## config.mk

```make
export PLATFORM = sky130hd
export DESIGN_NAME = mux_scan_sel
export DESIGN_NICKNAME = d
export VERILOG_FILES = /design/src/rtl/mux_scan_pkg.sv /design/src/rtl/mux_nx1.sv /design/src/rtl/mux_scan_sel.sv
export SDC_FILE = /design/constraint.sdc
export NUM_CORES = 1
export LEC_CHECK = 0
export CAP_MARGIN = 15
export CORE_MARGIN = 10
export CORE_UTILIZATION = 46
export CTS_CLUSTER_SIZE = 30
export DETAILED_ROUTE_END_ITERATION = 8
export PLACE_DENSITY = 0.83
export SETUP_SLACK_MARGIN = 0.4
export SLEW_MARGIN = 40
export SYNTH_ARGS = -nofsm -noshare
export SYNTH_HDL_FRONTEND = slang
export SYNTH_SLANG_ARGS = --single-unit
```

## constraint.sdc

```tcl
create_clock -name clk -period 2 [get_ports clk]
set_input_delay 0.6 -clock clk [delete_from_list [all_inputs] [get_ports clk]]
set_output_delay 0.6 -clock clk [all_outputs]
set_load 0.01 [all_outputs]
```

## src/rtl/mux_scan_pkg.sv

```systemverilog
// Shared types for the N-channel scan selector: FSM state encoding and mode values.
package mux_scan_pkg;

  typedef enum logic [1:0] {
    IDLE,
    SAMPLE,
    HOLD,
    DWELL
  } state_e;

  localparam logic MODE_MANUAL = 1'b0;
  localparam logic MODE_SCAN   = 1'b1;

endpackage

```

## src/rtl/mux_nx1.sv

```systemverilog
// Combinational N_CH:1 selector of W-bit channels; zero data plus oob flag for idx >= N_CH.
// Latency 0; no flow control.
module mux_nx1 #(
  parameter int N_CH = 16,
  parameter int W    = 1
) (
  input  logic [N_CH*W-1:0]       din,
  input  logic [$clog2(N_CH)-1:0] idx,
  output logic [W-1:0]            y,
  output logic                    oob
);

  localparam int SELW = $clog2(N_CH);

  always_comb begin
    y = '0;
    for (int k = 0; k < N_CH; k++) begin
      if (idx == SELW'(k)) y = din[k*W +: W];
    end
  end

  // Extra MSB keeps the compare exact when N_CH is a power of two.
  assign oob = ({1'b0, idx} >= (SELW + 1)'(N_CH));

endmodule

```

## src/rtl/mux_scan_sel.sv

```systemverilog
// Channel selector, manual single sample or auto-scan sweep; optional out_par via MUX_SCAN_PARITY_EN.
// Latency: start accepted at t gives out_valid at t+2; beats spaced >= 2+DWELL cycles.
// Backpressure: sample is held in HOLD until out_ready; nothing is dropped or overwritten.
module mux_scan_sel #(
  parameter int N_CH  = 16,
  parameter int W     = 1,
  parameter int DWELL = 4
) (
  input  logic                    clk,
  input  logic                    rst_n,
  input  logic [N_CH*W-1:0]       din,
  input  logic [$clog2(N_CH)-1:0] sel,
  input  logic                    mode,
  input  logic                    start,
  output logic [W-1:0]            out_data,
  output logic [$clog2(N_CH)-1:0] out_ch,
  output logic                    out_valid,
  input  logic                    out_ready,
  output logic                    busy,
  output logic                    sel_err
`ifdef MUX_SCAN_PARITY_EN
  ,
  output logic                    out_par
`endif
);

  import mux_scan_pkg::*;

  localparam int SELW = $clog2(N_CH);
  localparam int CW   = (DWELL > 1) ? $clog2(DWELL) : 1;

  state_e          state;
  logic            mode_q;
  logic [SELW-1:0] idx;
  logic [CW-1:0]   dwell_cnt;
  logic [W-1:0]    mux_y;
  logic            mux_oob;

  mux_nx1 #(
    .N_CH (N_CH),
    .W    (W)
  ) u_mux (
    .din  (din),
    .idx  (idx),
    .y    (mux_y),
    .oob  (mux_oob)
  );

  assign busy = (state != IDLE);

  // The DWELL parameter shadows the enum literal, so the state is package-qualified.
  always_ff @(posedge clk or negedge rst_n) begin
    if (!rst_n) begin
      state     <= IDLE;
      mode_q    <= MODE_MANUAL;
      idx       <= '0;
      dwell_cnt <= '0;
      out_data  <= '0;
      out_ch    <= '0;
      out_valid <= 1'b0;
      sel_err   <= 1'b0;
`ifdef MUX_SCAN_PARITY_EN
      out_par   <= 1'b0;
`endif
    end else begin
      case (state)
        IDLE: begin
          if (start) begin
            mode_q    <= mode;
            idx       <= (mode == MODE_SCAN) ? '0 : sel;
            dwell_cnt <= '0;
            sel_err   <= 1'b0;
            state     <= SAMPLE;
          end
        end
        SAMPLE: begin
          out_data  <= mux_y;
          out_ch    <= idx;
          out_valid <= 1'b1;
`ifdef MUX_SCAN_PARITY_EN
          out_par   <= ^mux_y;
`endif
          if (mode_q == MODE_MANUAL && mux_oob) sel_err <= 1'b1;
          state <= HOLD;
        end
        HOLD: begin
          if (out_ready) begin
            out_valid <= 1'b0;
            if (mode_q == MODE_MANUAL || idx == SELW'(N_CH - 1)) begin
              state <= IDLE;
            end else begin
              idx   <= idx + 1'b1;
              state <= (DWELL == 0) ? SAMPLE : mux_scan_pkg::DWELL;
            end
          end
        end
        mux_scan_pkg::DWELL: begin
          if (dwell_cnt == CW'(DWELL - 1)) begin
            dwell_cnt <= '0;
            state     <= SAMPLE;
          end else begin
            dwell_cnt <= dwell_cnt + 1'b1;
          end
        end
        default: state <= IDLE;
      endcase
    end
  end

endmodule

```

==> impl_metrics.json <==
{
  "p_comb_mw": 1.57,
  "nMultiInputCombCells": 76,
  "place_area_mm2": 0.00140,
  "adder_share_pct": 10.7,
  "yosys_area_mm2": 0.00105,
  "holdBufCountCts": 0,
  "ant_nets": 0,
  "warnings": 34,
  "clockBufferDepth": 2,
  "rrSetupSlack_ns": 0.36,
  "comb-cell-share_pct": 42.5,
  "grt_usage_pct": 13.8,
  "grt_pass1_wl_mm": 4.95,
  "synth-async-reset-ratio_pct": 100,
  "grt_setup_unrepaired": "true",
  "dr.pass1.iters": 4,
  "holdPathStages": 1,
  "p_int_mw": 1.35,
  "synth.top_cell.area_share_pct": 35.6,
  "grt_overflow_total": 0,
  "nets": 199,
  "vias": 1138,
  "seq_cell_power_mw": 0.576,
  "power.switching_mw": 0.978,
  "cts_max_level": 1,
  "cts_resized": 30,
  "cp-startpoint": "state[0]$_DFFE_PN0P_",
  "diodes": 0,
  "cts_root_buf": "clkbuf_4",
  "maxUsedRoutingLayer": "met4",
  "worst_setup_path_start_kind": "flop",
  "arrival_ns": 1.09,
  "met3WireLength_um": 252,
  "clkTransAtPathRegs_ns": 0.09,
  "swShare_pct": 42.1,
  "yosys_cells": 109,
  "cp.depth": 4,
  "muxShareOfSynthArea_pct": 13.3,
  "tap_cells": 28,
  "power.leakage_nw": 0.764,
  "hold_viol": 0,
  "cap_violations": 0,
  "synth_area_per_cell_um2": 9.67,
  "pin_count": 33,
  "antenna_found_initial": 0,
  "setup_tns_ns": 0,
  "met1_usage_pct": 15.6,
  "reg2reg_to": "idx[3]$_DFFE_PN0P_",
  "power_density_mw_per_mm2": 1320,
  "grt_pass1_vias": 1047,
  "reg2reg_depth": 6,
  "path_delay_family": "flip-flops",
  "postCtsSetupBuffers": 4,
  "combPwrFrac_pct": 67.7,
  "logic_family": "AND-OR/OR-AND gates",
  "clock_cell_area_share_pct": 1.50,
  "maxPowerGroup": "combinational logic",
  "globalRouteMet2Util_pct": 24.3,
  "totalWireLength_mm": 3.73,
  "final_cell_mix": "buf_4 (22), clkdlybuf4s50_1 (21), dfrtp_1 (11), nand3_1 (8)",
  "max_stage_delay_ns": 0.40,
  "ys_types": 36,
  "period_used_pct": 84.3,
  "logic_area_um2": 746,
  "critPathKind": "flop to primary output",
  "hold_start": "out_ch[2]$_DFFE_PN0P_",
  "fp.dieArea_mm2": 0.00460,
  "largest_area_cell": "dfrtp_1",
  "ys.flops": 15,
  "fp_util_pct": 48.1,
  "stdcell_count": 192,
  "power.share.sequential_pct": 24.8,
  "flop_area_um2": 380,
  "whs_ns": 0.508,
  "total_power_mw": 2.33,
  "outcome": "complete, no violations",
  "synth-xor-area-share_pct": 0,
  "drive_above_1_share_pct": 39.6,
  "crit_end": "busy",
  "simple_gate_area_share_pct": 12.6,
  "cts_tree": "yes",
  "use_met3_pct": 3.75,
  "max_freq_mhz": 593
}
==> images/drive_strength.png <==
The bar under the picture is 20 um long.
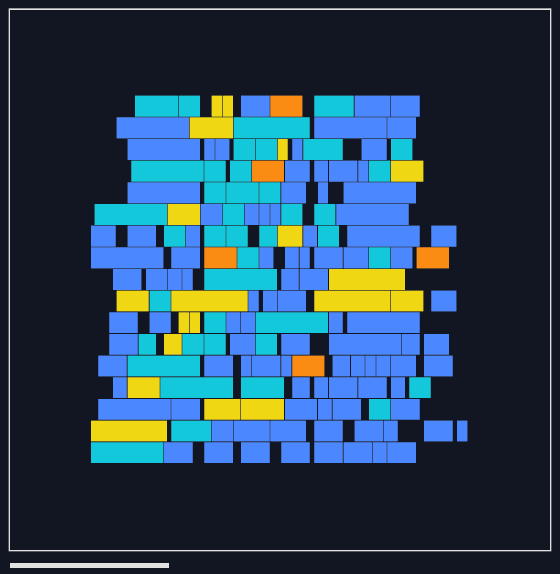
Key: cyan = drive 3 to 4 [cells 41, most used buf_4]; yellow = drive 2 [cells 19]; blue = drive 1 or less [cells 99, most used clkdlybuf4s50_1]; orange = drive 6 and up [cells 5, most used buf_6]
Design Area, Final: 0.00176 mm^2
number of non-clock buffers in the layout: 57
final worst slack: 0.314 ns
Layout area overhead: 66.7%

==> images/clock_map.png <==
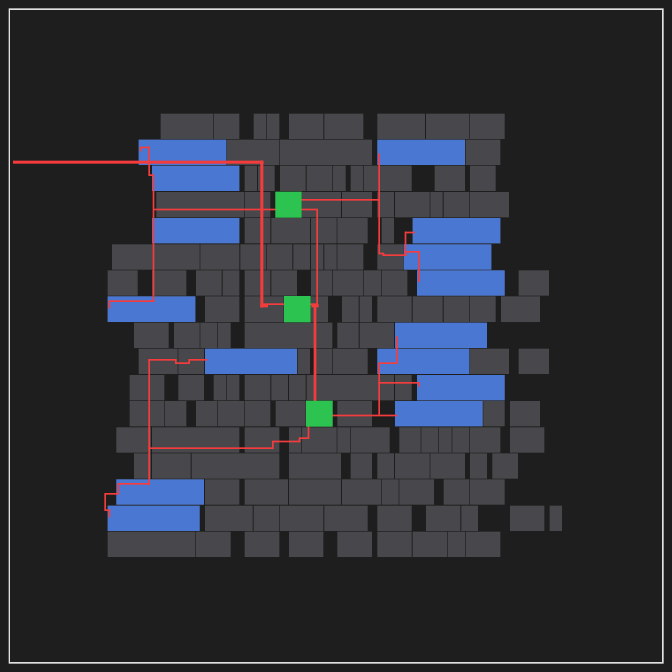
Key: blue = flip-flops [count 15]; red = clock wires [length 210 um]; green = cells driving clock nets [count 3]
There are 4 routed clock nets.
Clk. pwr: 0.176 mW
clock network power share: 7.6%
clock skew: 0.00531 ns

==> images/final_clocks.png <==
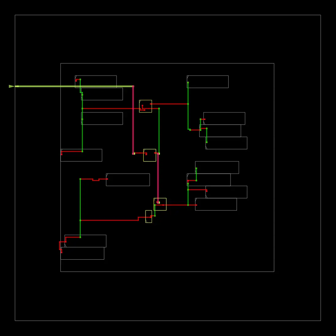
clock sink total: 15
Clock Latency Late Sink: 0.28 ns
CLK BUF: 4
total CTS buffers: 3
seq_cells: 15

==> images/pins.png <==
Pins as bars across the die edge, other pins in grey.
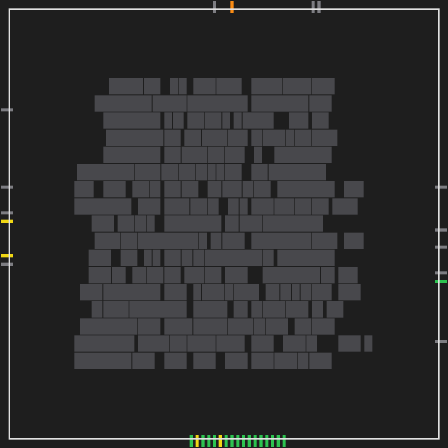
Key: yellow = sel [pins 4, direction input, edge 2 west, 2 south]; green = din [pins 16, direction input, edge 15 south, 1 east]; orange = start [pins 1, direction input, edge north]
All pins by edge: 17 south, 6 east, 6 west, 4 north.
Chip Height: 67.9 um
Die Wd: 67.9 um
Port-buffer cells: 31

==> images/cell_classes.png <==
The bar under the picture is 20 um long.
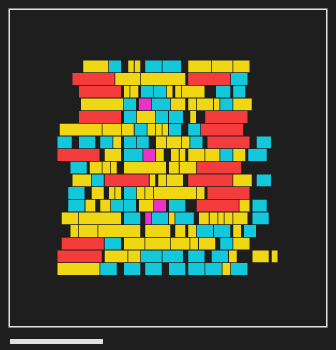
Key: cyan = other buffers and delay cells [cells 57, share of their area 30%]; magenta = clock drivers and dummy loads [cells 4, share of their area 1.5%]; yellow = all other logic [cells 88, share of their area 46%]; red = flip-flops [cells 15, share of their area 22%]
flop share of the area: 21.7%
row count: 17
core area: 0.00219 mm^2
Util after Layout: 80.2%

Power is estimated from default activity; no workload was simulated.
